--- config.mk ---
export PLATFORM = sky130hd
export DESIGN_NAME = frame_out_sched
export DESIGN_NICKNAME = d
export VERILOG_FILES = /design/src/rtl/frame_out_sched.sv
export SDC_FILE = /design/constraint.sdc
export NUM_CORES = 1
export LEC_CHECK = 0
export ABC_AREA = 1
export CORE_ASPECT_RATIO = 1.2
export CORE_MARGIN = 1
export CORE_UTILIZATION = 27
export DETAILED_ROUTE_END_ITERATION = 12
export GPL_TIMING_DRIVEN = 0
export HOLD_SLACK_MARGIN = 0.12
export PLACE_DENSITY_LB_ADDON = 0.05
export SYNTH_ARGS = -nofsm -noshare
export SYNTH_HDL_FRONTEND = slang
export SYNTH_SLANG_ARGS = --single-unit
export TNS_END_PERCENT = 50
--- constraint.sdc ---
create_clock -name clk_out -period 2.25 [get_ports clk_out]
set_input_delay 0.45 -clock clk_out [delete_from_list [all_inputs] [get_ports clk_out]]
set_output_delay 0.45 -clock clk_out [all_outputs]
set_load 0.02 [all_outputs]
--- src/rtl/frame_out_sched.sv ---
// Frame FIFO read-side sequencer: pops descriptor + payload, drops bad frames, dispatches to the serializers.
// Optional macro SCHED_TIMEOUT_EN bounds the DISPATCH wait to TIMEOUT_CYC cycles.
module frame_out_sched #(
  parameter int CNT_W       = 16,
  parameter int TIMEOUT_CYC = 1024
) (
  input  logic               clk_out,
  input  logic               rst_n,
  input  logic               fifo_empty,
  output logic               fifo_rd_en,
  input  logic [15:0]        fifo_rdata,
  input  logic [7:0]         ser_busy,
  output logic               ser_load,
  output logic [7:0]         ser_ch,
  output logic [7:0]         ser_len,
  output logic [127:0]       ser_data,
  output logic               frame_done,
  output logic               frame_drop,
  output logic [CNT_W-1:0]   done_cnt,
  output logic [CNT_W-1:0]   drop_cnt,
  output logic               timeout_flag,
  output logic               sched_idle
);

  typedef enum logic [2:0] {S_IDLE, S_DESC, S_DATA, S_DROP, S_DISPATCH} state_t;

  state_t         state, state_nxt;
  logic [7:0]     ch_r;
  logic [4:0]     n_r;
  logic [4:0]     pops_left;
  logic [4:0]     rets_left;
  logic           rd_pending;
  logic [127:0]   buf_r;

  logic [7:0]     desc_ch;
  logic [4:0]     desc_n;
  logic           desc_ok;
  logic           tgt_busy;
  logic           last_ret;
  logic           timeout_hit;

  function automatic logic [CNT_W-1:0] sat_inc(input logic [CNT_W-1:0] c);
    return (c == {CNT_W{1'b1}}) ? c : c + 1'b1;
  endfunction

  // Word counts above 8 are still fully popped to keep the FIFO aligned; length clamps at 128.
  function automatic logic [7:0] len_of(input logic [4:0] n);
    return (n > 5'd8) ? 8'd128 : {n[3:0], 4'b0000};
  endfunction

  assign desc_ch  = fifo_rdata[15:8];
  assign desc_n   = {1'b0, fifo_rdata[7:4]} + 5'd1;
  assign desc_ok  = fifo_rdata[0] && (desc_ch != 8'd0) && ((desc_ch & (desc_ch - 8'd1)) == 8'd0);
  assign tgt_busy = |(ser_busy & ch_r);
  assign last_ret = rd_pending && (rets_left == 5'd1);
  assign sched_idle = (state == S_IDLE);

`ifdef SCHED_TIMEOUT_EN
  localparam int WAIT_W = $clog2(TIMEOUT_CYC + 1);
  logic [WAIT_W-1:0] wait_cnt;
  assign timeout_hit = (state == S_DISPATCH) && tgt_busy && (wait_cnt == WAIT_W'(TIMEOUT_CYC - 1));
`else
  assign timeout_hit  = 1'b0;
  assign timeout_flag = 1'b0;
`endif

  always_ff @(posedge clk_out) begin
    if (!rst_n) state <= S_IDLE;
    else        state <= state_nxt;
  end

  // The first payload word is popped in DESC already, before the descriptor is judged.
  always_comb begin
    state_nxt  = state;
    fifo_rd_en = 1'b0;
    case (state)
      S_IDLE: begin
        if (!fifo_empty) begin
          fifo_rd_en = 1'b1;
          state_nxt  = S_DESC;
        end
      end
      S_DESC: begin
        fifo_rd_en = !fifo_empty;
        state_nxt  = desc_ok ? S_DATA : S_DROP;
      end
      S_DATA: begin
        fifo_rd_en = (pops_left != 5'd0) && !fifo_empty;
        if (last_ret) state_nxt = S_DISPATCH;
      end
      S_DROP: begin
        fifo_rd_en = (pops_left != 5'd0) && !fifo_empty;
        if (last_ret) state_nxt = S_IDLE;
      end
      S_DISPATCH: begin
        if (!tgt_busy || timeout_hit) state_nxt = S_IDLE;
      end
      default: state_nxt = S_IDLE;
    endcase
    if (!rst_n) fifo_rd_en = 1'b0;
  end

  always_ff @(posedge clk_out) begin
    if (!rst_n) begin
      ch_r       <= '0;
      n_r        <= '0;
      pops_left  <= '0;
      rets_left  <= '0;
      rd_pending <= 1'b0;
      buf_r      <= '0;
      ser_load   <= 1'b0;
      ser_ch     <= '0;
      ser_len    <= '0;
      ser_data   <= '0;
      frame_done <= 1'b0;
      frame_drop <= 1'b0;
      done_cnt   <= '0;
      drop_cnt   <= '0;
`ifdef SCHED_TIMEOUT_EN
      wait_cnt     <= '0;
      timeout_flag <= 1'b0;
`endif
    end else begin
      ser_load   <= 1'b0;
      frame_done <= 1'b0;
      frame_drop <= 1'b0;
      rd_pending <= fifo_rd_en;
      case (state)
        S_DESC: begin
          ch_r      <= desc_ch;
          n_r       <= desc_n;
          rets_left <= desc_n;
          pops_left <= desc_n - {4'd0, fifo_rd_en};
          buf_r     <= '0;
        end
        S_DATA: begin
          if (fifo_rd_en) pops_left <= pops_left - 5'd1;
          if (rd_pending) begin
            buf_r     <= {buf_r[111:0], fifo_rdata};
            rets_left <= rets_left - 5'd1;
          end
`ifdef SCHED_TIMEOUT_EN
          if (last_ret) wait_cnt <= '0;
`endif
        end
        S_DROP: begin
          if (fifo_rd_en) pops_left <= pops_left - 5'd1;
          if (rd_pending) begin
            rets_left <= rets_left - 5'd1;
            if (rets_left == 5'd1) begin
              frame_drop <= 1'b1;
              drop_cnt   <= sat_inc(drop_cnt);
            end
          end
        end
        S_DISPATCH: begin
          if (!tgt_busy) begin
            ser_load   <= 1'b1;
            ser_ch     <= ch_r;
            ser_len    <= len_of(n_r);
            ser_data   <= buf_r;
            frame_done <= 1'b1;
            done_cnt   <= sat_inc(done_cnt);
          end else if (timeout_hit) begin
            frame_drop <= 1'b1;
            drop_cnt   <= sat_inc(drop_cnt);
`ifdef SCHED_TIMEOUT_EN
            timeout_flag <= 1'b1;
`endif
          end
`ifdef SCHED_TIMEOUT_EN
          if (tgt_busy) wait_cnt <= wait_cnt + 1'b1;
`endif
        end
        default: ;
      endcase
    end
  end

endmodule

Fig. 1: run 1, cells colored by class
Fill, decap, tap and diode cells in gray.
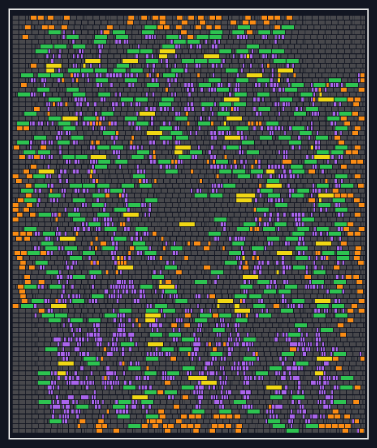
class	color	cells	share of their area
clock drivers and dummy loads	yellow	63	7.5%
combinational and other logic	purple	1,297	36%
remaining buffers and delay cells	orange	326	16%
sequential cells	green	329	40%

Fig. 2: run 1, met2 routing
Cells faint in the background.
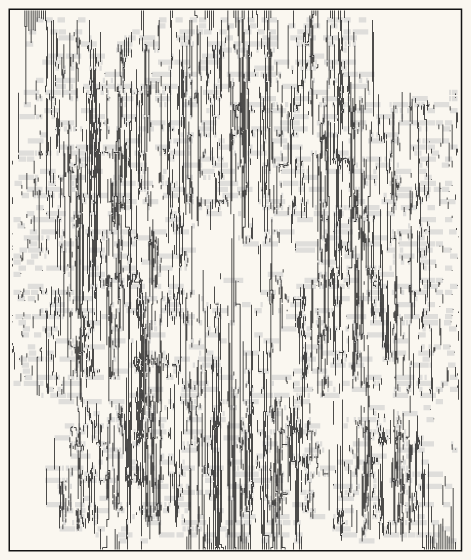
main direction	vertical
share of all routed wire	48%
wire length on this layer	21.4 mm
nets with wire on the layer	1,559
count of vias placed by the detailed router: 12,059
met2 usage: 0.3059

==> flow_summary.rst, run 1 <==
Synthesis and place-and-route
=============================

.. list-table::
   :header-rows: 1

   * - Metric
     - Value
   * - Longest Clk Path Bufs
     - 3
   * - Setup WS post-layout
     - 128.3 ps
   * - Final tally of max-slew violations
     - 0
   * - Flip-flop and latch count after synthesis
     - 329
   * - Mapped Cells
     - 1,746
   * - Main flop type
     - sky130_fd_sc_hd__dfxtp_1
   * - Power after layout
     - 16.47 mW
   * - Most area-consuming cells after synthesis
     - sky130_fd_sc_hd__dfxtp_1 51%, sky130_fd_sc_hd__nand2_1 16%, sky130_fd_sc_hd__a21oi_1 12%
   * - Post-CTS repair timing setup buffer count
     - 0
   * - Hold/Removal Path Class
     - input port to flop
   * - Worst endpoint data arrival time
     - 1670 ps
   * - Clock-pin slew on the worst setup and hold paths
     - 50 ps
   * - Synth async-reset ratio
     - 0
   * - Slew headroom
     - 0.2653
   * - Total number of nets in the final design
     - 2,029
   * - Total GRT Usage
     - 0.1792
   * - Sum of net half-perimeters after detailed placement
     - 33,460 um
   * - Top Registers
     - buf_r x128, ser_data x128
   * - Critical path startpoint category
     - flop
   * - Worst-path fanout max
     - 7
   * - Share of Yosys cell area claimed by the top area cell type
     - 0.5066
   * - H-tree Lvls
     - 2
   * - Number of cells upsized or downsized after cts
     - 6
   * - Final ANT Viol Nets
     - 0
   * - Cell with the most instances after synthesis
     - sky130_fd_sc_hd__nand2_1
   * - CTS Root Buffer Type
     - sky130_fd_sc_hd__clkbuf_16
   * - Core Area
     - 47,240 um^2
   * - Power Internal
     - 10.91 mW
   * - Post-synth cell types
     - 35
   * - Final antenna diode count
     - 0
   * - Post-synthesis instance area
     - 13,000 um^2
   * - Vias per cell
     - 4.571
   * - Run status
     - finished, final reports clean
   * - CTS tree
     - yes
   * - Category of cells accounting for the largest share of critical-path delay
     - buffers and inverters
   * - # Cells Yosys
     - 1,746
   * - P&R area growth vs syn
     - 31.14%
   * - CP peak stage delay
     - 660 ps
   * - Clock latency at the later pin of the worst-skew pair
     - 540 ps
   * - Die Height
     - 242.4 um
   * - Critical path start-end classification
     - flop to primary output
   * - Unrepaired setup endpoints after global routing
     - no
   * - Clock share of power
     - 0.375
   * - Largest net degree at the start of global routing
     - 13
   * - Overall die width
     - 202.3 um
   * - Combinational group share of total power
     - 0.240
   * - Count of hold buffers inserted by post-cts repair
     - 0
   * - DRC Markers
     - 0
   * - Buffering stage count on the worst path with inverters included
     - 1
Fig. 3: run 1, placement view
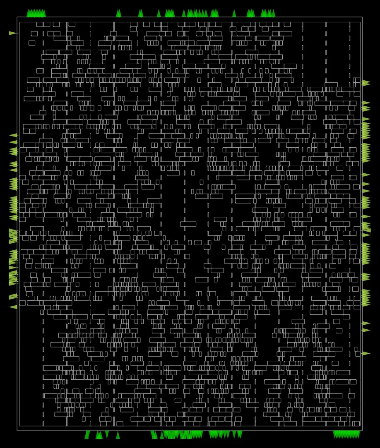
Non-Filler Instances: 2,638
row count: 87

Fig. 4: run 1, metal 3
The bar under the picture is 50 um long.
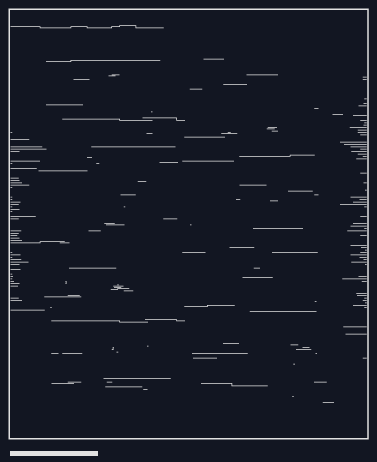
nets with wire on the layer	152
longest straight run	50.4 um
wire length on this layer	1,750 um

==> run 1: layer usage <==
metal	part of all wire	vias up	track usage
li1	-	6198	-
met1	0.47	5564	0.2370
met2	0.48	249	0.3059
met3	0.039	46	0.02677
met4	0.014	2	0.03804
met5	0.00029	-	0
==> run 1: stage by stage <==
step	instance area, um^2	utilization	instances	TNS (ps)	hold slack, ps
after global routing	17050	0.3609	2638	0	280.9
after floorplan	13020	-	1750	0	439.0
after global placement	15820	0.3348	2575	-45350	443.3
after detailed placement	15820	0.3348	2575	-49120	448.7
after CTS	17050	0.3608	2638	0	251.8
final	17050	0.3609	2638	0	274.1
==> run 1: worst min-delay path, delay by kind of cell <==
family	cells	cell delay (ps)
buf+inv	1	170
compound gates	2	130
==> run 1: worst paths after layout <==
path,from,endpoint,slack [ps],cells after the start
hold reg to reg,buf_r[125],ser_data[125],450,2
setup reg to reg,state[2],ser_data[8],220,8
setup / recovery,drop_cnt[5],drop_cnt[5],130,1
hold / removal,rst_n,pops_left[4],270,3
==> run 1: area by class of cell <==
type / instances / area, um^2
flip-flops and latches: 329 / 6588
multi-input cells: 1240 / 5604
repair buffers: 202 / 2016
inverters: 57 / 214.0
well taps: 623 / 779.5
fillers: 5086 / 30190
clock buffers: 56 / 1121
clock inverters: 7 / 100.1
plain buffers: 124 / 628.1
==> run 1: layout by cell type (no fill, tap or decap), types with 4 or more instances in the layout <==
cell,n
sky130_fd_sc_hd__buf_4,11
sky130_fd_sc_hd__nand3_1,174
sky130_fd_sc_hd__xor2_1,11
sky130_fd_sc_hd__inv_2,4
sky130_fd_sc_hd__clkbuf_16,40
sky130_fd_sc_hd__nor3_1,7
sky130_fd_sc_hd__buf_6,6
sky130_fd_sc_hd__nor2_1,87
sky130_fd_sc_hd__conb_1,5
sky130_fd_sc_hd__clkbuf_1,62
sky130_fd_sc_hd__dfxtp_1,328
sky130_fd_sc_hd__xnor2_1,8
sky130_fd_sc_hd__inv_1,53
sky130_fd_sc_hd__buf_2,48
sky130_fd_sc_hd__o21ai_0,33
sky130_fd_sc_hd__nand4_1,7
sky130_fd_sc_hd__nor2_2,4
sky130_fd_sc_hd__a21oi_1,307
sky130_fd_sc_hd__nand2_1,565
sky130_fd_sc_hd__clkdlybuf4s50_1,200
sky130_fd_sc_hd__buf_1,4
sky130_fd_sc_hd__clkbuf_8,6
sky130_fd_sc_hd__nand3b_1,4
sky130_fd_sc_hd__ha_1,9
==> run 1: kinds of logic (layout without fill, tap and decap cells) <==
family / count (synthesis) / in the layout / share of synthesized area
and+or+nand+nor: 859 / 859 / 0.2718
AOI/OAI and AO/OA: 347 / 347 / 0.1346
DFF: 329 / 329 / 0.5066
buffers and inverters: 181 / 446 / 0.06448
xor gates and xnor gates: 19 / 19 / 0.01280
adders and majority gates: 9 / 9 / 0.008661
other: 1 / 5 / 0.0002884
muxes: 1 / 1 / 0.0007699
==> run 1: power groups by stage <==
stage                     Combinational (mW)  Clock [mW]  Sequential (mW)
after floorplan                         2.77           0             6.42
after global placement                  3.99           0             6.47
after detailed placement                4.01           0             6.47
after CTS                               4.02        6.39             6.35
after global routing                    4.45        6.62             6.38
final                                   3.95        6.17             6.35
Fig. 5: run 1, I/O nets highlighted
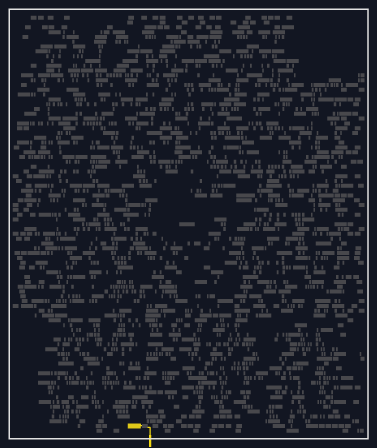

==> run 2: changes to the inputs <==
- CELL_PAD_IN_SITES_DETAIL_PLACEMENT: unset -> 1
- CELL_PAD_IN_SITES_GLOBAL_PLACEMENT: unset -> 1
Fig. 6: run 2, I/O nets highlighted
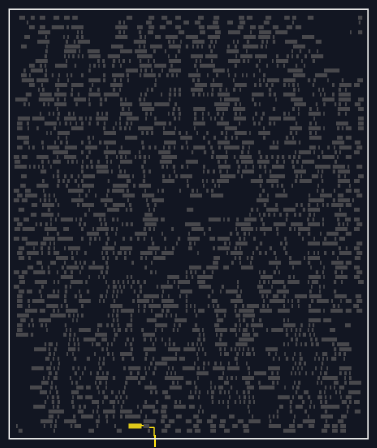
port	color	bits	direction	edge	end cells	wire
frame_drop	yellow	1	output	bottom	1	10.9 um

Fig. 7: run 2, cells colored by class
Fill, decap, tap and diode cells in gray.
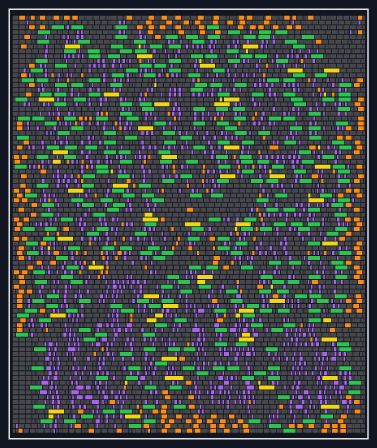
utilization after layout: 0.3616
fraction of area in registers: 0.3856
Core Area: 47,240 um^2
final design area excluding fillers: 17,090 um^2

==> flow_summary.rst, run 2 <==
Synthesis and place-and-route
=============================

.. list-table::
   :header-rows: 1

   * - Metric
     - Value
   * - Data required time of the critical path
     - 1800 ps (about the same)
   * - H-tree Lvls
     - 2 (unchanged)
   * - CP endpoint kind
     - primary output (unchanged)
   * - Top Registers
     - buf_r x128, ser_data x128 (unchanged)
   * - Total negative slack for setup checks
     - 0 ps (unchanged)
   * - Final wirelength
     - 47,120 um (was 44,750 um)
   * - Critical path startpoint category
     - flop (unchanged)
   * - Met2 usage
     - 0.3188 (was 0.3059)
   * - Flip-flop and latch count after synthesis
     - 329 (unchanged)
   * - Count of synthesis-stage warnings from yosys
     - 0 (unchanged)
   * - Dpl ws
     - -451.6 ps (was -472.1 ps)
   * - Run status
     - finished, final reports clean (unchanged)
   * - Buffering stage count on the worst path with inverters included
     - 1 (unchanged)
   * - Clock-pin slew on the worst setup and hold paths
     - 60 ps (was 50 ps)
   * - Vias per cell
     - 4.651 (was 4.571)
   * - Post-synthesis instance area
     - 13,000 um^2 (unchanged)
   * - Slew headroom
     - 0.2745 (was 0.2653)
   * - Count of vias placed by the detailed router
     - 12,288 (was 12,059)
   * - Yosys chip area
     - 13,000 um^2 (unchanged)
   * - Final antenna diode count
     - 0 (unchanged)
   * - CTS tree
     - yes (unchanged)
   * - Final Hold Violating Endpoints
     - 0 (unchanged)
   * - Overall die width
     - 202.3 um (unchanged)
   * - Number of stages on the worst hold path
     - 3 (unchanged)
   * - Critical path start-end classification
     - flop to primary output (unchanged)
   * - Final ANT Viol Nets
     - 0 (unchanged)
   * - Hold/Removal Path Class
     - input port to flop (unchanged)
   * - Clock latency at the later pin of the worst-skew pair
     - 540 ps (about the same)
   * - Worst reg2reg startpoint
     - done_cnt[0] (was state[2])
   * - GR Layer Usage met1
     - 0.2485 (was 0.2370)
   * - Logic depth of the worst path, buffers included
     - 1 (unchanged)
   * - Sum of net half-perimeters after detailed placement
     - 35,550 um (was 33,460 um)
   * - Routed wire length per instance
     - 17.83 um (was 16.96 um)
   * - Met3 Resource Use GR
     - 0.02542 (was 0.02677)
   * - Capturing point of the worst reg2reg path
     - done_cnt[13] (was ser_data[8])
   * - Power after layout
     - 16.64 mW (was 16.47 mW)
   * - Number of sinks handled by clock tree synthesis
     - 329 (unchanged)
   * - Via count of the first global-routing pass
     - 12,503 (was 11,705)
   * - Worst endpoint data arrival time
     - 1690 ps (was 1670 ps)
   * - Longest Clk Path Bufs
     - 3 (unchanged)
   * - Final tally of max-slew violations
     - 0 (unchanged)
   * - CTS Root Buffer Type
     - sky130_fd_sc_hd__clkbuf_16 (unchanged)
   * - CP max stage cell
     - sky130_fd_sc_hd__clkdlybuf4s50_1 (unchanged)
   * - Largest net degree at the start of global routing
     - 13 (unchanged)
   * - Beginning of the worst hold path
     - rst_n (unchanged)
   * - Total number of nets in the final design
     - 2,029 (unchanged)
   * - Cell with the most instances after synthesis
     - sky130_fd_sc_hd__nand2_1 (unchanged)
   * - Max_cap viols
     - 0 (unchanged)
   * - Number of endpoints failing setup at the final stage
     - 0 (unchanged)
   * - Worst vdd rail ir drop
     - 510.0 uV (was 410.4 uV)
   * - Row count
     - 87 (unchanged)
   * - Post-synth cell types
     - 35 (unchanged)
   * - # Cells Yosys
     - 1,746 (unchanged)
   * - Ranking of synthesized cells by instance count
     - 565 x sky130_fd_sc_hd__nand2_1, 329 x sky130_fd_sc_hd__dfxtp_1, 307 x sky130_fd_sc_hd__a21oi_1 (unchanged)
   * - Main flop type
     - sky130_fd_sc_hd__dfxtp_1 (unchanged)
   * - DRC Markers
     - 0 (unchanged)
   * - Mapped Cells
     - 1,746 (unchanged)
   * - Hold worst-path end
     - rets_left[2] (was pops_left[4])
   * - Setup WS post-layout
     - 110.1 ps (was 128.3 ps)
   * - Global routing's busiest layer
     - met2 (unchanged)
   * - Worst-path fanout max
     - 7 (unchanged)
   * - Boundary Pins
     - 209 (unchanged)
   * - Number of cells on the worst reg-to-reg path
     - 9 (was 8)
   * - Most area-consuming cells after synthesis
     - sky130_fd_sc_hd__dfxtp_1 51%, sky130_fd_sc_hd__nand2_1 16%, sky130_fd_sc_hd__a21oi_1 12% (unchanged)
   * - Remaining Overflow, GRT
     - 0 (unchanged)
   * - Category of cells accounting for the largest share of critical-path delay
     - buffers and inverters (unchanged)
   * - Count of warning messages emitted by the tools
     - 28 (unchanged)
   * - P&R area growth vs syn
     - 31.41% (was 31.14%)
   * - Unrepaired setup endpoints after global routing
     - no (unchanged)
   * - Total GRT Usage
     - 0.1895 (was 0.1792)
   * - Synth async-reset ratio
     - 0 (unchanged)
   * - Share of Yosys cell area claimed by the top area cell type
     - 0.5066 (unchanged)
   * - Post-CTS repair timing setup buffer count
     - 0 (unchanged)
   * - Die Height
     - 242.4 um (unchanged)
   * - CP peak stage delay
     - 670 ps (was 660 ps)
   * - Commonest cells after routing, fill and taps aside
     - 565 x sky130_fd_sc_hd__nand2_1, 328 x sky130_fd_sc_hd__dfxtp_1, 307 x sky130_fd_sc_hd__a21oi_1 (unchanged)
   * - Time the final worst path needs with I/O delays and setup
     - 2140 ps (was 2122 ps)
   * - Reg-to-reg setup timing slack
     - 190 ps (was 220 ps)
   * - DRT iter0 DRCs
     - 359 (was 527)
   * - Top logic cell by instance count in the layout
     - sky130_fd_sc_hd__nand2_1 (unchanged)
Fig. 8: run 2, placement view
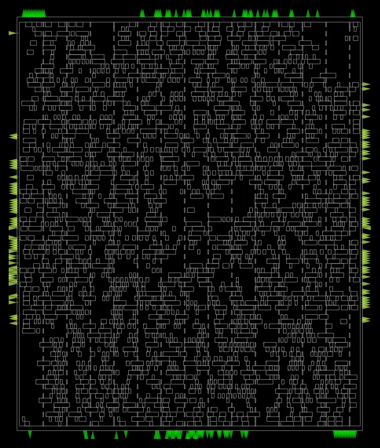
Non-Filler Instances: 2,642
total number of tap cells: 623
total of fill cells in the finished design: 5,831
sequential cells: 329

## run 2: area by class of cell
type	count	area, um^2	share of cell area
sequential	329	6588	0.3856
clock buffer	57	1125	0.06584
inverter	57	214.0	0.01252
clock inverter	10	118.9	0.006957
tap	623	779.5	0.04562
buffer	124	631.9	0.03698
multi-input combinational	1240	5607	0.3282
timing repair buffer	202	2022	0.1183
## run 2: cell families after synthesis
kind of cell    count (synthesis)  synth area share
flops                         329            0.5066
compound gates                347            0.1346
fa+ha+maj                       9          0.008661
other cells                     1         0.0002884
buf+inv                       181           0.06448
mux                             1         0.0007699
xor+xnor                       19           0.01280
simple gates                  859            0.2718
## run 2: what timing repair did
| action | in CTS | in global routing |
|---|---|---|
| gates resized | 6 | 13 |
| hold buffers | 0 | 0 |
| pin swaps | 0 | 0 |
| setup endpoints to repair | 2 | 48 |
| cloned | 0 | 0 |
| hold endpoints to repair | 0 | 0 |
## run 2: routing by layer
metal / routed length, um / part of all wire
met1: 22280 / 0.47
met2: 22120 / 0.47
met3: 1470 / 0.031
met4: 1243 / 0.026
met5: 0 / 0
## run 2: worst max path at each step
stage	startpoint	to	slack, ps
2_1_floorplan	rst_n	pops_left[4]	180
3_3_place_gp	fifo_rdata[4]	pops_left[2]	-410
3_5_place_dp	ser_busy[1]	ser_data[88]	-450
4_1_cts	pops_left[0]	fifo_rd_en	0.6
5_1_grt	rets_left[1]	drop_cnt[9]	10
6_report	done_cnt[2]	done_cnt[2]	110
## run 2: metrics by stage
step / instance area [um^2] / cells / hold WS (ps)
3_3_place_gp: 15820 / 2575 / 445.8
6_report: 17090 / 2642 / 283.6
4_1_cts: 17070 / 2642 / 259.0
2_1_floorplan: 13020 / 1750 / 439.0
5_1_grt: 17090 / 2642 / 285.7
3_5_place_dp: 15820 / 2575 / 456.6
## run 2: power breakdown
group	total [mW]	switching (mW)	leakage, nW	internal [mW]
logic	4.03	2.88	2.55	1.15
clock network	6.26	2.56	0.612	3.70
registers	6.35	0.253	2.65	6.10
total	16.6	5.70	5.82	10.9
Fig. 9: run 2, metal 3
The bar under the picture is 50 um long.
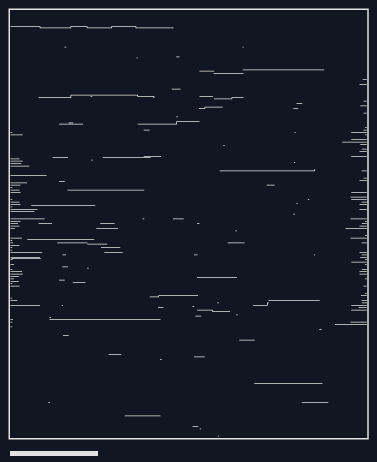

==> run 3: changes to the inputs <==
- CORE_ASPECT_RATIO: 1.2 -> unset
- GPL_ROUTABILITY_DRIVEN: unset -> 0
Fig. 10: run 3, metal 3
The bar under the picture is 50 um long.
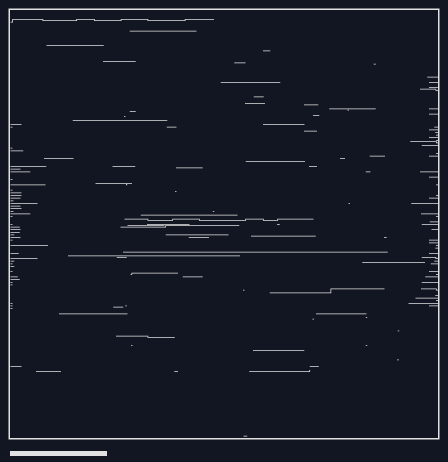
wire length on this layer	1,750 um
main direction	horizontal
share of all routed wire	3.8%
met3 Resource Use GR: 0.02549
final wirelength: 46,750 um
count of vias placed by the detailed router: 12,302

Fig. 11: run 3, cells colored by class
Fill, decap, tap and diode cells in gray.
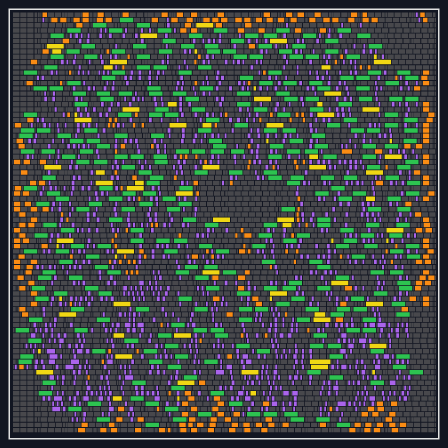
class	color	cells	share of their area
clock drivers and dummy loads	yellow	72	8.1%
combinational and other logic	purple	1,297	35%
remaining buffers and delay cells	orange	326	16%
sequential cells	green	329	40%

==> flow_summary.rst, run 3 <==
Synthesis and place-and-route
=============================

.. list-table::
   :header-rows: 1

   * - Metric
     - Value
   * - Vias per cell
     - 4.662 (was 4.651)
   * - DRT iter0 DRCs
     - 539 (was 359)
   * - Share of cells above drive strength 1
     - 0.07460 (was 0.07380)
   * - Floorplan die area
     - 49,030 um^2 (was 49,040 um^2)
   * - Final Hold Violating Endpoints
     - 0 (unchanged)
   * - Main flop type
     - sky130_fd_sc_hd__dfxtp_1 (unchanged)
   * - Reg-to-reg setup timing slack
     - 210 ps (was 190 ps)
   * - Post-Synth Simple-Gate Area
     - 0.2718 (unchanged)
   * - Clock Skews
     - 24.33 ps (was 14.04 ps)
   * - Sum of net half-perimeters after detailed placement
     - 35,240 um (was 35,550 um)
   * - CTS Root Buffer Type
     - sky130_fd_sc_hd__clkbuf_16 (unchanged)
   * - Data required time of the critical path
     - 1800 ps (about the same)
   * - Flip-flop and latch count after synthesis
     - 329 (unchanged)
   * - Cell with the most instances after synthesis
     - sky130_fd_sc_hd__nand2_1 (unchanged)
   * - Overall die width
     - 221.4 um (was 202.3 um)
   * - Yosys chip area
     - 13,000 um^2 (unchanged)
   * - Beginning of the worst hold path
     - rst_n (unchanged)
   * - Largest net degree at the start of global routing
     - 12 (was 13)
   * - H-tree Lvls
     - 2 (unchanged)
   * - Count of hold buffers inserted by post-cts repair
     - 0 (unchanged)
   * - Max_cap viols
     - 0 (unchanged)
   * - Synth async-reset ratio
     - 0 (unchanged)
   * - Fin Hold WS
     - 260.0 ps (was 283.6 ps)
   * - Number of flops mapped to enable cells by yosys
     - 0 (unchanged)
   * - Launching element of the worst setup path
     - fifo_empty (was done_cnt[2])
   * - Count of warning messages emitted by the tools
     - 28 (unchanged)
   * - Initial DRT Pass Iterations
     - 4 (was 7)
   * - Hold/Removal Path Class
     - input port to flop (unchanged)
   * - Most area-consuming cells after synthesis
     - sky130_fd_sc_hd__dfxtp_1 51%, sky130_fd_sc_hd__nand2_1 16%, sky130_fd_sc_hd__a21oi_1 12% (unchanged)
   * - Final tally of max-slew violations
     - 0 (unchanged)
   * - Unrepaired setup endpoints after global routing
     - no (unchanged)
   * - Post-synth cell types
     - 35 (unchanged)
   * - Share of the cycle needed by the critical path after routing
     - 0.9690 (was 0.9511)
   * - Worst reg2reg startpoint
     - pops_left[0] (was done_cnt[0])
   * - Top Registers
     - buf_r x128, ser_data x128 (unchanged)
   * - Final ANT Viol Nets
     - 0 (unchanged)
   * - Leakage power figure
     - 5.849 nW (was 5.816 nW)
   * - Time the final worst path needs with I/O delays and setup
     - 2180 ps (was 2140 ps)
   * - Via count of the first global-routing pass
     - 12,456 (was 12,503)
   * - Post-synth top area cell
     - sky130_fd_sc_hd__dfxtp_1 (unchanged)
   * - Worst vdd rail ir drop
     - 472.7 uV (was 510.0 uV)
   * - Critical path start-end classification
     - input port to primary output (was flop to primary output)
   * - Routed wire length per instance
     - 17.72 um (was 17.83 um)
   * - Final antenna diode count
     - 0 (unchanged)
   * - Initial antenna violation count
     - 0 (unchanged)
   * - Synth Area in XOR/XNOR
     - 0.01280 (unchanged)
   * - Clock latency at the later pin of the worst-skew pair
     - 570 ps (was 540 ps)
   * - DRC Markers
     - 0 (unchanged)
   * - Worst endpoint data arrival time
     - 1730 ps (was 1690 ps)
   * - Run status
     - finished, final reports clean (unchanged)
   * - Buffering stage count on the worst path with inverters included
     - 2 (was 1)
   * - Starting density of the core
     - 0.2729 (was 0.2752)
   * - Achievable clock frequency
     - 458.7 MHz (was 467.3 MHz)
   * - Worst-path fanout max
     - 3 (was 7)
   * - Clock-pin slew on the worst setup and hold paths
     - 60 ps (about the same)
   * - CTS tree
     - yes (unchanged)
   * - Mapped Cells
     - 1,746 (unchanged)
   * - Category of cells accounting for the largest share of critical-path delay
     - buffers and inverters (unchanged)
   * - Ranking of synthesized cells by instance count
     - 565 x sky130_fd_sc_hd__nand2_1, 329 x sky130_fd_sc_hd__dfxtp_1, 307 x sky130_fd_sc_hd__a21oi_1 (unchanged)
   * - Slew headroom
     - 0.3316 (was 0.2745)
   * - Core Area
     - 47,650 um^2 (was 47,240 um^2)
   * - Power Dens Cells
     - 982.5 nW/um^2 (was 974.0 nW/um^2)
   * - Row count
     - 80 (was 87)
   * - Total number of nets in the final design
     - 2,031 (was 2,029)
   * - Area fraction in full adders, half adders and majority gates
     - 0.008661 (unchanged)
   * - Number of sinks handled by clock tree synthesis
     - 329 (unchanged)
   * - CP peak stage delay
     - 470 ps (was 670 ps)
   * - Critical path startpoint category
     - input port (was flop)
   * - Post-synthesis instance area
     - 13,000 um^2 (unchanged)
   * - Power after layout
     - 16.84 mW (was 16.64 mW)
   * - Die Height
     - 221.4 um (was 242.4 um)
   * - CP max stage cell
     - sky130_fd_sc_hd__clkdlybuf4s50_1 (unchanged)
   * - Commonest cells after routing, fill and taps aside
     - 565 x sky130_fd_sc_hd__nand2_1, 328 x sky130_fd_sc_hd__dfxtp_1, 307 x sky130_fd_sc_hd__a21oi_1 (unchanged)
   * - # Cells Yosys
     - 1,746 (unchanged)
   * - CP endpoint kind
     - primary output (unchanged)
   * - P&R area growth vs syn
     - 31.83% (was 31.41%)
   * - Count of synthesis-stage warnings from yosys
     - 0 (unchanged)
   * - Longest Clk Path Bufs
     - 3 (unchanged)
   * - Total GRT Usage
     - 0.1893 (was 0.1895)
   * - Post-synthesis compound-gate area fraction
     - 0.1346 (unchanged)
   * - Boundary Pins
     - 209 (unchanged)
   * - Top logic cell by instance count in the layout
     - sky130_fd_sc_hd__nand2_1 (unchanged)
   * - Main kind of combinational logic by area
     - simple AND/OR/NAND/NOR gates (unchanged)
   * - Proportion of synthesized chip area in sequential cells
     - 0.5066 (unchanged)
   * - Number of endpoints failing setup at the final stage
     - 0 (unchanged)
   * - Number of buffers created by CTS
     - 41 (was 39)
   * - Share of Yosys cell area claimed by the top area cell type
     - 0.5066 (unchanged)
   * - Share of synthesized area spent on multiplexers
     - 0.0007699 (unchanged)
   * - Remaining Overflow, GRT
     - 0 (unchanged)
Fig. 12: run 3, met2 routing
Cells faint in the background.
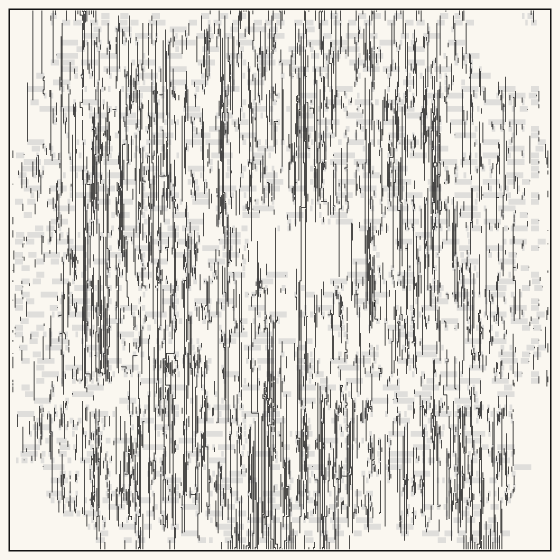
share of all routed wire	46%
wire length on this layer	21.4 mm
met2 usage: 0.3128

[run 3: area by class of cell]
class	instances	area (um^2)
buffer	124	628.1
clock inverter	11	110.1
inverter	57	214.0
timing repair buffer	202	2022
fill	5831	30510
clock buffer	61	1211
tap	615	769.5
multi-input combinational	1240	5597
sequential	329	6588
[run 3: worst paths after layout]
path,to,cells past startpoint
worst min-delay path,rets_left[2],3
worst max-delay path,fifo_rd_en,4
worst max register to register,pops_left[2],12
worst min register to register,ser_data[100],2
[run 3: report_power, final]
group / switching (mW) / leakage [nW] / internal, mW / total, mW
clock: 2.63 / 0.655 / 3.84 / 6.47
combinational: 2.89 / 2.54 / 1.14 / 4.03
sequential: 0.243 / 2.65 / 6.10 / 6.34
[run 3: repair_timing]
item	in CTS	in global routing
pin swaps	0	0
resized	7	3
endpoints found under the setup margin	3	5
setup buffers	0	0
[run 3: cells by family (layout without fill, tap and decap cells)]
group	Yosys count	after routing
simple gates	859	859
compound gates	347	347
flops	329	329
buf+inv	181	455
xor+xnor	19	19
fa+ha+maj	9	9
other cells	1	5
mux	1	1
[run 3: worst register-to-register path, stage by stage, from the launching register on]
cell and delay (ps):
sky130_fd_sc_hd__dfxtp_1 290, sky130_fd_sc_hd__inv_1 140, sky130_fd_sc_hd__ha_1 180, sky130_fd_sc_hd__nand3_1 110
sky130_fd_sc_hd__and2_4 170, sky130_fd_sc_hd__ha_1 220, sky130_fd_sc_hd__ha_1 200, sky130_fd_sc_hd__inv_1 50
sky130_fd_sc_hd__nor2_1 60, sky130_fd_sc_hd__o21ai_0 250, sky130_fd_sc_hd__nand2_1 80, sky130_fd_sc_hd__nand2_1 70
sky130_fd_sc_hd__a21oi_1 60
[run 3: metal layers]
metal	wire length [um]	vias to the layer above	part of all wire	track usage
met5	0	-	0	0
met4	935	0	0.020	0.05533
met3	1751	59	0.037	0.02549
met2	21370	188	0.46	0.3128
met1	22690	5842	0.49	0.2565
li1	-	6213	-	-
[run 3: through the flow]
stage | std cells | setup slack, ps | util | TNS (ps) | cell area [um^2]
floorplan | 1750 | 183.3 | - | 0 | 13020
global placement | 2567 | -455.3 | 0.3318 | -45170 | 15810
detailed placement | 2567 | -523.1 | 0.3318 | -51110 | 15810
CTS | 2639 | 30.55 | 0.3597 | 0 | 17140
global route | 2639 | 9.081 | 0.3597 | 0 | 17140
finish | 2639 | 69.72 | 0.3597 | 0 | 17140
Power is estimated from default activity; no workload was simulated.
